==> src/rtl/adder_share_arbiter.sv <==
// rtl/adder_share_arbiter.sv - round-robin arbiter sharing one external combinational adder among NUM_REQ requesters
// Optional result checker enabled by defining ADDER_SHARE_ARBITER_CHECK_EN (adds chk_err / chk_err_req).
module adder_share_arbiter #(
  parameter int NUM_REQ = 4,
  parameter int WIDTH   = 8
) (
  input  logic                       clk,
  input  logic                       rst,
  input  logic [NUM_REQ-1:0]         req_valid,
  output logic [NUM_REQ-1:0]         req_ready,
  input  logic [NUM_REQ*WIDTH-1:0]   req_in1,
  input  logic [NUM_REQ*WIDTH-1:0]   req_in0,
  output logic [NUM_REQ-1:0]         rsp_valid,
  input  logic [NUM_REQ-1:0]         rsp_ready,
  output logic [WIDTH-1:0]           rsp_sum,
  output logic                       rsp_carry,
  output logic [WIDTH-1:0]           add_in1,
  output logic [WIDTH-1:0]           add_in0,
  input  logic [WIDTH-1:0]           add_sum,
  input  logic                       add_carry
`ifdef ADDER_SHARE_ARBITER_CHECK_EN
  ,
  output logic                       chk_err,
  output logic [$clog2(NUM_REQ)-1:0] chk_err_req
`endif
);

  localparam int GW = $clog2(NUM_REQ);

  localparam logic [1:0] S_IDLE  = 2'd0;
  localparam logic [1:0] S_ISSUE = 2'd1;
  localparam logic [1:0] S_RESP  = 2'd2;

  logic [1:0]         state_q, state_d;
  logic [GW-1:0]      grant_q, grant_d;
  logic [GW-1:0]      last_grant_q, last_grant_d;
  logic [WIDTH-1:0]   add_in1_q, add_in1_d;
  logic [WIDTH-1:0]   add_in0_q, add_in0_d;
  logic [WIDTH-1:0]   rsp_sum_q, rsp_sum_d;
  logic               rsp_carry_q, rsp_carry_d;
  logic [NUM_REQ-1:0] rsp_valid_q, rsp_valid_d;

  logic               win_found;
  logic [GW-1:0]      win_idx;

`ifdef ADDER_SHARE_ARBITER_CHECK_EN
  logic               chk_err_q, chk_err_d;
  logic [GW-1:0]      chk_err_req_q, chk_err_req_d;
  logic [WIDTH:0]     chk_expect;
`endif

  // Round-robin search: first valid requester after the last one served, wrapping modulo NUM_REQ.
  always_comb begin
    win_found = 1'b0;
    win_idx   = '0;
    for (int k = 1; k <= NUM_REQ; k++) begin
      int            s;
      logic [GW-1:0] cand;
      s = int'(last_grant_q) + k;
      if (s >= NUM_REQ) s = s - NUM_REQ;
      cand = s[GW-1:0];
      if (!win_found && req_valid[cand]) begin
        win_found = 1'b1;
        win_idx   = cand;
      end
    end
  end

  // Accept is offered only while idle, to the round-robin winner alone.
  always_comb begin
    req_ready = '0;
    if (state_q == S_IDLE && win_found) req_ready[win_idx] = 1'b1;
  end

  // Next-state and datapath updates for the IDLE -> ISSUE -> RESP sequence.
  always_comb begin
    state_d      = state_q;
    grant_d      = grant_q;
    last_grant_d = last_grant_q;
    add_in1_d    = add_in1_q;
    add_in0_d    = add_in0_q;
    rsp_sum_d    = rsp_sum_q;
    rsp_carry_d  = rsp_carry_q;
    rsp_valid_d  = rsp_valid_q;
`ifdef ADDER_SHARE_ARBITER_CHECK_EN
    chk_err_d     = chk_err_q;
    chk_err_req_d = chk_err_req_q;
    chk_expect    = {1'b0, add_in1_q} + {1'b0, add_in0_q};
`endif
    case (state_q)
      S_IDLE: begin
        // req_ready[win_idx] is high whenever win_found, so a found winner is an accept.
        if (win_found) begin
          grant_d   = win_idx;
          add_in1_d = req_in1[win_idx*WIDTH +: WIDTH];
          add_in0_d = req_in0[win_idx*WIDTH +: WIDTH];
          state_d   = S_ISSUE;
        end
      end
      S_ISSUE: begin
        // The adder has had a full cycle on stable operands; capture its result.
        rsp_sum_d            = add_sum;
        rsp_carry_d          = add_carry;
        rsp_valid_d          = '0;
        rsp_valid_d[grant_q] = 1'b1;
        state_d              = S_RESP;
`ifdef ADDER_SHARE_ARBITER_CHECK_EN
        if ({add_carry, add_sum} != chk_expect) begin
          chk_err_d = 1'b1;
          if (!chk_err_q) chk_err_req_d = grant_q;
        end
`endif
      end
      S_RESP: begin
        // Only the granted requester's rsp_ready matters; hold everything until it accepts.
        if (rsp_ready[grant_q]) begin
          last_grant_d = grant_q;
          rsp_valid_d  = '0;
          state_d      = S_IDLE;
        end
      end
      default: begin
        rsp_valid_d = '0;
        state_d     = S_IDLE;
      end
    endcase
  end

  // State registers; reset discards any in-flight operation and restarts priority at requester 0.
  always_ff @(posedge clk or posedge rst) begin
    if (rst) begin
      state_q      <= S_IDLE;
      grant_q      <= '0;
      last_grant_q <= GW'(NUM_REQ - 1);
      add_in1_q    <= '0;
      add_in0_q    <= '0;
      rsp_sum_q    <= '0;
      rsp_carry_q  <= 1'b0;
      rsp_valid_q  <= '0;
`ifdef ADDER_SHARE_ARBITER_CHECK_EN
      chk_err_q     <= 1'b0;
      chk_err_req_q <= '0;
`endif
    end else begin
      state_q      <= state_d;
      grant_q      <= grant_d;
      last_grant_q <= last_grant_d;
      add_in1_q    <= add_in1_d;
      add_in0_q    <= add_in0_d;
      rsp_sum_q    <= rsp_sum_d;
      rsp_carry_q  <= rsp_carry_d;
      rsp_valid_q  <= rsp_valid_d;
`ifdef ADDER_SHARE_ARBITER_CHECK_EN
      chk_err_q     <= chk_err_d;
      chk_err_req_q <= chk_err_req_d;
`endif
    end
  end

  assign add_in1   = add_in1_q;
  assign add_in0   = add_in0_q;
  assign rsp_sum   = rsp_sum_q;
  assign rsp_carry = rsp_carry_q;
  assign rsp_valid = rsp_valid_q;
`ifdef ADDER_SHARE_ARBITER_CHECK_EN
  assign chk_err     = chk_err_q;
  assign chk_err_req = chk_err_req_q;
`endif

endmodule

==> config.mk <==
export PLATFORM = sky130hd
export DESIGN_NAME = adder_share_arbiter
export DESIGN_NICKNAME = d
export VERILOG_FILES = /design/src/rtl/adder_share_arbiter.sv
export SDC_FILE = /design/constraint.sdc
export NUM_CORES = 1
export LEC_CHECK = 0
export ABC_AREA = 1
export CORE_MARGIN = 10
export CORE_UTILIZATION = 41
export DETAILED_ROUTE_END_ITERATION = 12
export HOLD_SLACK_MARGIN = 0.08
export PLACE_DENSITY = 0.81
export SYNTH_ARGS = -nofsm -noshare
export SYNTH_HDL_FRONTEND = slang
export SYNTH_SLANG_ARGS = --single-unit
export TNS_END_PERCENT = 50
==> constraint.sdc <==
create_clock -name clk -period 2.6 [get_ports clk]
set_clock_uncertainty 0.15 [all_clocks]
set_input_delay 0.52 -clock clk [delete_from_list [all_inputs] [get_ports clk]]
set_output_delay 0.52 -clock clk [all_outputs]
set_load 0.05 [all_outputs]
==> reports/results.ini, run 1 <==
[run_status]
status=finished with violations
violations=setup timing

[sta]
tightest_slew_ps=544
finalClockPeriodUsage=1.10
max_freq_ghz=0.351
maxSlewViolCount=0
setup_viol=4
layout_setup_ws_ps=-248
whs_ps=329
rsz0062_at_grt=yes
period_minus_slack_ps=2850

[global_routing]
antenna_found_initial=0
grt_pass1_vias=2759
grt-ovfl-total=0
grt_pass1_wl_um=12800
grt_max_degree=36

[layout]
regArea_sq_um=878
final_nets=551
final_area_sq_um=3940
n_antenna_cell=0
area_delta_synth_final_pct=68.0

[synthesis]
ys_area_sq_um=2350
synth_top_area_share=0.352
syn_area_sq_um=2350
area_leaders=dfrtp_1, nand2_1, nand3_1, mux2_2, buf_6
ys_async_sr_fraction=1.00
yosysWarnings=0
ys_cells=344
syn-num-nets=427
synth_area_per_cell_sq_um=6.82

[routing]
viasPerCell=4.90
drt_first_pass_iters=4
drc_errors=0

[clocking]
clockBufferDepth=2
clock_sinks=35
ctsHoldBuffers=0
cts_max_level=2
cts_buffers=5
worstSkewPairLatency_ps=280

[setup_path]
worstSetupPathDepth=13
path_max_fanout=6
arrival_ps=2180
crit_top_cell=nand2_4
critPathKind=flop to output pin
slowest_delay_ps=620
cp_cell_sequence=buf_12 -> nand2_4 -> nand2_4 -> nand2_2 -> nand2_4 -> nor2_4 -> buf_6 -> nor2_4 -> nand2_4 -> nand2_4 -> inv_6 -> nor3_4 -> buf_12
worstRegToRegCells=17
critPathCapture=req_ready[0]
crit_family=simple AND/OR/NAND/NOR gates

[place]
dp_hpwl_um=6050
dp.cells=526
place_area_sq_um=3620

[die]
die_y_um=95.7

[flow_run]
cap_viol_max_count=0
warnings=29

==> run 1: worst min path at each step <==
stage / from / endpoint / slack [ps] / depth (start not counted)
3_3_place_gp: add_in0[6] / add_in0[6] / 310 / 2
5_1_grt: add_in0[3] / add_in0[3] / 360 / 2
4_1_cts: add_in0[6] / add_in0[6] / 340 / 2
3_5_place_dp: add_in0[6] / add_in0[6] / 320 / 2
2_1_floorplan: grant_q[0] / rsp_valid[2] / 370 / 1
6_report: add_in0[6] / add_in0[6] / 330 / 2
==> run 1: cell families (layout without fill, tap and decap cells) <==
family	after synthesis	after routing	share of synthesized area
simple gates	252	252	0.451
buf+inv	31	156	0.0853
flops	35	35	0.374
mux	10	10	0.0474
compound gates	16	16	0.0421
==> run 1: area by class of cell <==
class	count	area share
sequential	35	0.223
clock inverter	3	0.0111
timing repair buffer	135	0.345
multi-input combinational	278	0.365
tap	72	0.0228
clock buffer	5	0.0174
inverter	13	0.0155
==> run 1: timing repair <==
item / CTS / global route
pin swaps: 15 / 15
setup endpoints to repair: 4 / 8
buffers inserted: 5 / 2
resized: 18 / 25
==> run 1: metal layers <==
metal	GRT usage	vias up	part of all wire
met5	0	-	0
met4	0.0393	0	0.0094
met3	0.0723	6	0.10
met2	0.295	101	0.49
met1	0.196	1211	0.40
li1	-	1333	-
Fig. 1: run 1, the metal 1 layer
The bar under the picture is 20 um long.
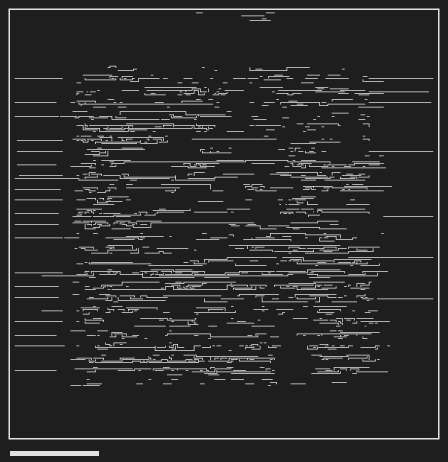
- main direction: horizontal
- nets with wire on the layer: 481
- share of all routed wire: 40%
- wire length on this layer: 3210 um
- longest straight run: 29.9 um
GR met1 Demand/Resource: 0.196
Via Count: 2651
drt total wl: 7980 um

Fig. 2: run 1, cell area per tile
The bar under the picture is 20 um long. The die is cut into 10 by 10 equal tiles; black is low, pale yellow is high, 0 to 100% covered.
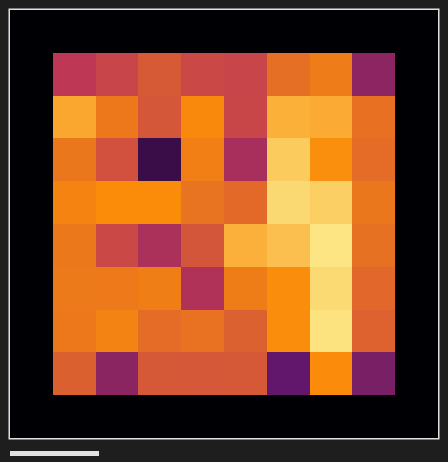
- nearly empty tiles: 36%
- densest ninth of the die: center
- fullest tile: 94%
- mean over tiles: 42%
- tiles over 75% full: 15%
Init Core Util: 0.424
Finished Core Util: 0.712
core area: 5540 sq um

Fig. 3: run 1, track usage over the die
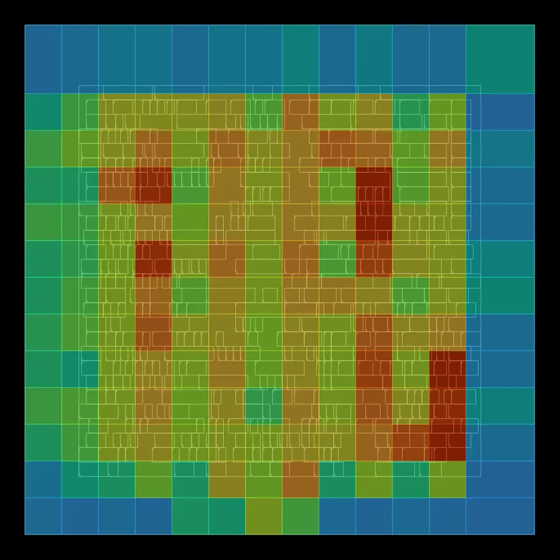
wire per inst: 14.7 um
GRT busiest layer: met2
M3 GR Usage: 0.0723
met2 GRT Util: 0.295
total track usage: 0.173

--- run 2 (diff from run 1) ---
Settings changed: CTS_CLUSTER_DIAMETER set to 200, SLEW_MARGIN set to 15.
Clock period 2.6 ns to 2.88 ns, I/O delays scaled along.
Fig. 4: run 2, wiring heat map
The bar under the picture is 20 um long. The die is cut into 19 by 19 equal tiles; black is low, pale yellow is high, scaled to the fullest tile. Values are wire area over tile area, all layers added.
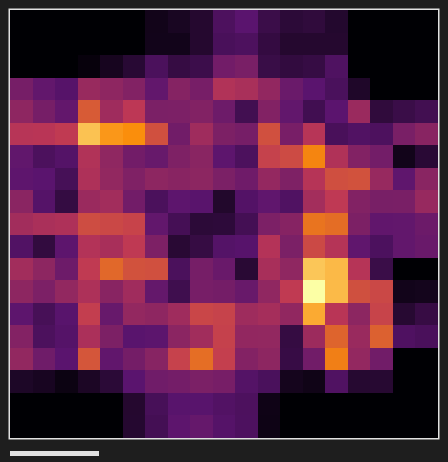
- fullest tile: 0.55
- nearly empty tiles: 17%
- emptiest ninth of the die: upper right
- tiles over half the peak: 12%
Via Count: 2646
drt total wl: 8230 um
total track usage: 0.174
wire per inst: 15.1 um

Fig. 5: run 2, the metal 1 layer
The bar under the picture is 20 um long.
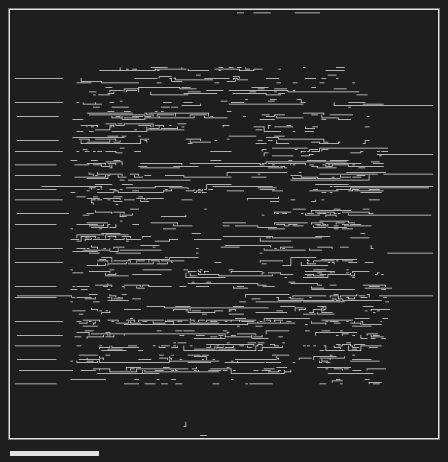
- wire length on this layer: 3090 um
- nets with wire on the layer: 482
- share of all routed wire: 38%
GR met1 Demand/Resource: 0.183

==> run 2 against run 1 <==
  * The flow still finishes with violations (setup timing)
  * Critical path depth fell by 1
  * Wire length rose by 3.2%
  * Worst hold slack got worse by 4.0 ps
  * Setup slack improved by 140 ps
  * Synthesized cell count did not move
==> reports/results.ini, run 2 <==
[sta]
setup_viol=4
layout_setup_ws_ps=-112
rsz0062_at_grt=yes
tightest_slew_ps=538
maxSlewViolCount=0
period_minus_slack_ps=2990
max_freq_ghz=0.334

[routing]
met3_wirelength_um=823
met1_length_um=3090
viasPerCell=4.86
dr_wl_met2_um=4210
drt_first_pass_iters=4

[synthesis]
top_logic_kind=simple AND/OR/NAND/NOR gates
yosysWarnings=0
synth-xor-area-share=0
ys_area_sq_um=2350
syn-num-nets=427
synthAoiAreaFrac=0.0421
area_leaders=dfrtp_1, nand2_1, nand3_1, mux2_2, buf_6
syn_area_sq_um=2350
mux_share=0.0474

[clocking]
clock_sinks=35
clockBufferDepth=2
cts_buffers=5
ctsHoldBuffers=0
cts_max_level=2

[layout]
final_nets=555
n_antenna_cell=0
regArea_sq_um=878

[die]
core_sq_um=5540

[global_routing]
grt-ovfl-total=0
antenna_found_initial=0
grt_pass1_vias=2748

[flow_run]
warnings=29

[run_status]
status=finished with violations
violations=setup timing

[setup_path]
critPathKind=flop to output pin

Fig. 6: run 2, track usage over the die
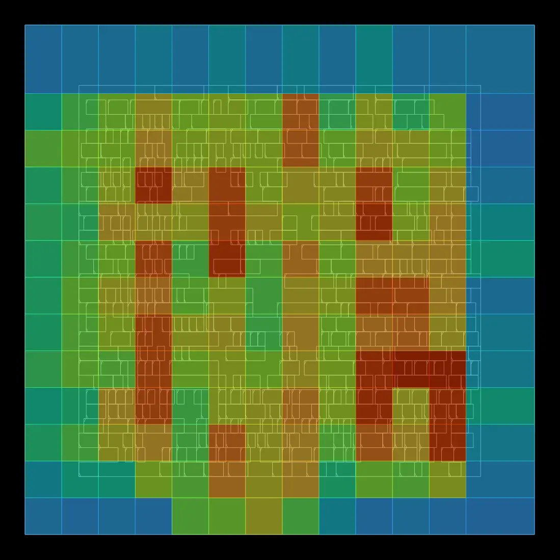
Finished Core Util: 0.708
M3 GR Usage: 0.0809
met2 GRT Util: 0.308

run 2: repair_timing:
item                                    in CTS  in global routing
pin swaps                                   22                 16
setup buffers                                9                  3
resized                                     33                 12
endpoints found under the setup margin       4                  4
endpoints found under the hold margin        0                  0
run 2: cell type report:
class,count,area share
inverters,13,0.0163
well taps,72,0.0230
flip-flops and latches,35,0.224
clock buffers,5,0.0175
clock inverters,3,0.0112
multi-input cells,278,0.356
repair buffers,139,0.352
run 2: worst paths after layout:
| kind | slack [ps] | to | depth (start not counted) | start |
|---|---|---|---|---|
| setup / recovery | -110 | req_ready[0] | 12 | last_grant_q[0] |
| setup reg to reg | 460 | add_in1[7] | 16 | last_grant_q[0] |
| hold reg to reg | 330 | add_in0[6] | 2 | add_in0[6] |
| hold / removal | 330 | add_in0[6] | 2 | add_in0[6] |
| min in group asynchronous | 540 | add_in0[0] | 3 | rst |
| max in group asynchronous | 1690 | last_grant_q[0] | 3 | rst |
run 2: through the flow:
stage	setup TNS [ps]	instances	area, sq um	hold slack (ps)
4_1_cts	-118	542	3870	332
2_1_floorplan	-159	344	2360	369
3_5_place_dp	-632	525	3580	314
3_3_place_gp	-333	525	3580	313
5_1_grt	-629	545	3920	359
6_report	-190	545	3920	325
run 2: critical path: stages, from the launching register on:
cell      delay, ps
dfstp_2         630
buf_6           140
nand2_2          50
nand2_2          90
nand2_4          70
nand2_4          90
nor2_4           50
a21boi_2        160
nand2_2          90
nor2_4          170
inv_4            70
nor3_4          200
buf_12          160
run 2: per-layer routing:
metal,track usage,vias to the layer above
met1,0.183,1201
met2,0.308,96
met3,0.0809,13
met5,0,-
met4,0.0479,0
li1,-,1336
--- run 3 (diff from run 2) ---
Settings changed: REMOVE_ABC_BUFFERS set to 1.
Fig. 7: run 3, the metal 1 layer
The bar under the picture is 20 um long.
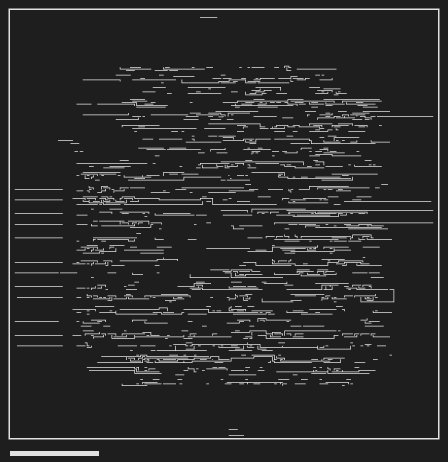
- longest straight run: 35.4 um
- wire length on this layer: 3000 um
- main direction: horizontal
Via Count: 2592
drt total wl: 7930 um
GR met1 Demand/Resource: 0.194

Fig. 8: run 3, M2 wires
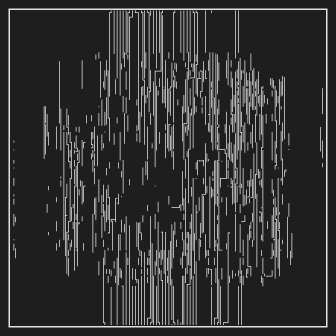
- nets with wire on the layer: 417
- share of all routed wire: 52%
- longest straight run: 35.5 um
met2 GRT Util: 0.285

==> run 3 against run 2 <==
  * The flow still finishes with violations (setup timing)
  * Design area decreased by 3.8%
  * Sequential cell count is the same
  * Worst hold slack improved by 1.8 ps
  * Register-to-register slack lost 100 ps
  * Via count down 2.0%
  * Maximum frequency increased by 0.98%
  * First-iteration DRC count rose by 14%
  * Global-route usage fell by 0.70 points
  * Synthesized cell count unchanged
  * Critical path type unchanged
==> reports/results.ini, run 3 <==
[synthesis]
synth_top_area_share=0.352
yosysWarnings=0
ys_async_sr_fraction=1.00
area_leaders=dfrtp_1, nand2_1, nand3_1, mux2_2, buf_6
synth_area_per_cell_sq_um=6.82

[setup_path]
worstRegToRegCells=17
worstReg2RegStart=last_grant_q[0]
slowest_stage=dfstp_2
cp_cell_sequence=inv_6 -> nand2_1 -> nand2_2 -> nand2_2 -> nand2_4 -> nor2_4 -> nand3_4 -> nor2_4 -> nor2_4 -> inv_2 -> nor3_2 -> buf_4 -> buf_12
critPathKind=flop to output pin
r2r_end=add_in0[1]
crit_family=simple AND/OR/NAND/NOR gates
crit_top_cell=nor2_4
crit_buf_inv=4
slowest_delay_ps=690

[sta]
finalClockPeriodUsage=1.03
max_freq_ghz=0.337
setup_viol=4
layout_setup_ws_ps=-83.1
rsz0062_at_grt=yes
final.setup.tns_ps=-269
tightest_slew_ps=568
whs_ps=327

[run_status]
status=finished with violations
violations=setup timing

[place]
dp_hpwl_um=5840
place_area_sq_um=3570
dp.cells=525

[layout]
finalNonFillerCells=537
final_nets=547
n_antenna_cell=0
final_util=0.681

[die]
core_sq_um=5540
fp_util=0.424

[clocking]
cts_buffers=5
clockBufferDepth=2
worstSkewPairLatency_ps=280
clock_sinks=35

[global_routing]
grt_pass1_wl_um=12300
antenna_found_initial=0
grt_pass1_vias=2524

[flow_run]
cap_viol_max_count=0
warnings=27

[routing]
drc_errors=0
drt_first_pass_iters=4
viasPerCell=4.83

[hold_path]
worstHoldStart=add_in0[7]

Fig. 9: run 3, wiring heat map
The bar under the picture is 20 um long. The die is cut into 19 by 19 equal tiles; black is low, pale yellow is high, scaled to the fullest tile. Values are wire area over tile area, all layers added.
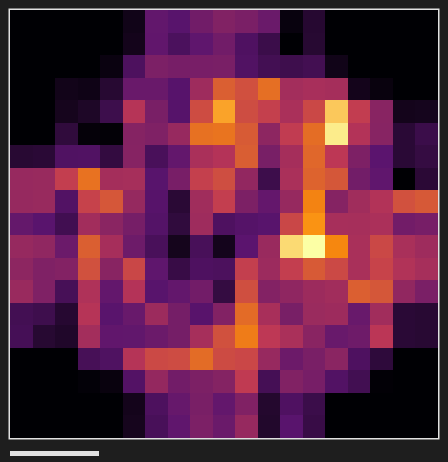
- mean over tiles: 0.14
- fullest tile: 0.51
- tiles over half the peak: 16%
- nearly empty tiles: 20%
- emptiest ninth of the die: upper left
total track usage: 0.167
wire per inst: 14.8 um

[run 3: what timing repair did]
item                       4_1_cts  5_1_grt
setup endpoints to repair        4        4
pin swaps                       11        9
resized                         18       14
setup buffers                    3        1
gates cloned                     0        0
[run 3: area by class of cell]
cell class / count / area (sq um)
Inverter: 13 / 58.8
Clock inverter: 1 / 5.00
Sequential cell: 35 / 878
Multi-Input combinational cell: 278 / 1360
Tap cell: 72 / 90.1
Clock buffer: 7 / 76.3
Timing Repair Buffer: 131 / 1310
Fill cell: 498 / 1770
[run 3: per-layer routing]
metal / global-route usage / part of all wire / wire length, um
met4: 0.0516 / 0.021 / 168
met2: 0.285 / 0.52 / 4100
met3: 0.0566 / 0.085 / 671
met1: 0.194 / 0.38 / 3000
met5: 0 / 0 / 0
[run 3: worst reg2reg max path, delay by kind of cell (launching register included)]
family | cells | cell delay (ps)
flip-flops | 1 | 690
buffers and inverters | 5 | 590
AND/OR/NAND/NOR | 12 | 1020
[run 3: kinds of logic (layout without fill, tap and decap cells)]
family | Yosys count | after routing | share of synthesized area
AND-OR/OR-AND | 16 | 16 | 0.0421
AND/OR/NAND/NOR | 252 | 252 | 0.451
buffers and inverters | 31 | 152 | 0.0853
flip-flops | 35 | 35 | 0.374
multiplexers | 10 | 10 | 0.0474
[run 3: worst max-delay path by stage]
stage | from | endpoint | slack [ps] | depth (start not counted)
after floorplan | last_grant_q[0] | req_ready[0] | -710 | 10
after global placement | req_valid[2] | req_ready[0] | -60 | 13
after detailed placement | req_valid[2] | req_ready[0] | -160 | 13
after CTS | last_grant_q[0] | req_ready[0] | -40 | 12
after global routing | last_grant_q[0] | req_ready[0] | -200 | 13
final | last_grant_q[0] | req_ready[0] | -80 | 13
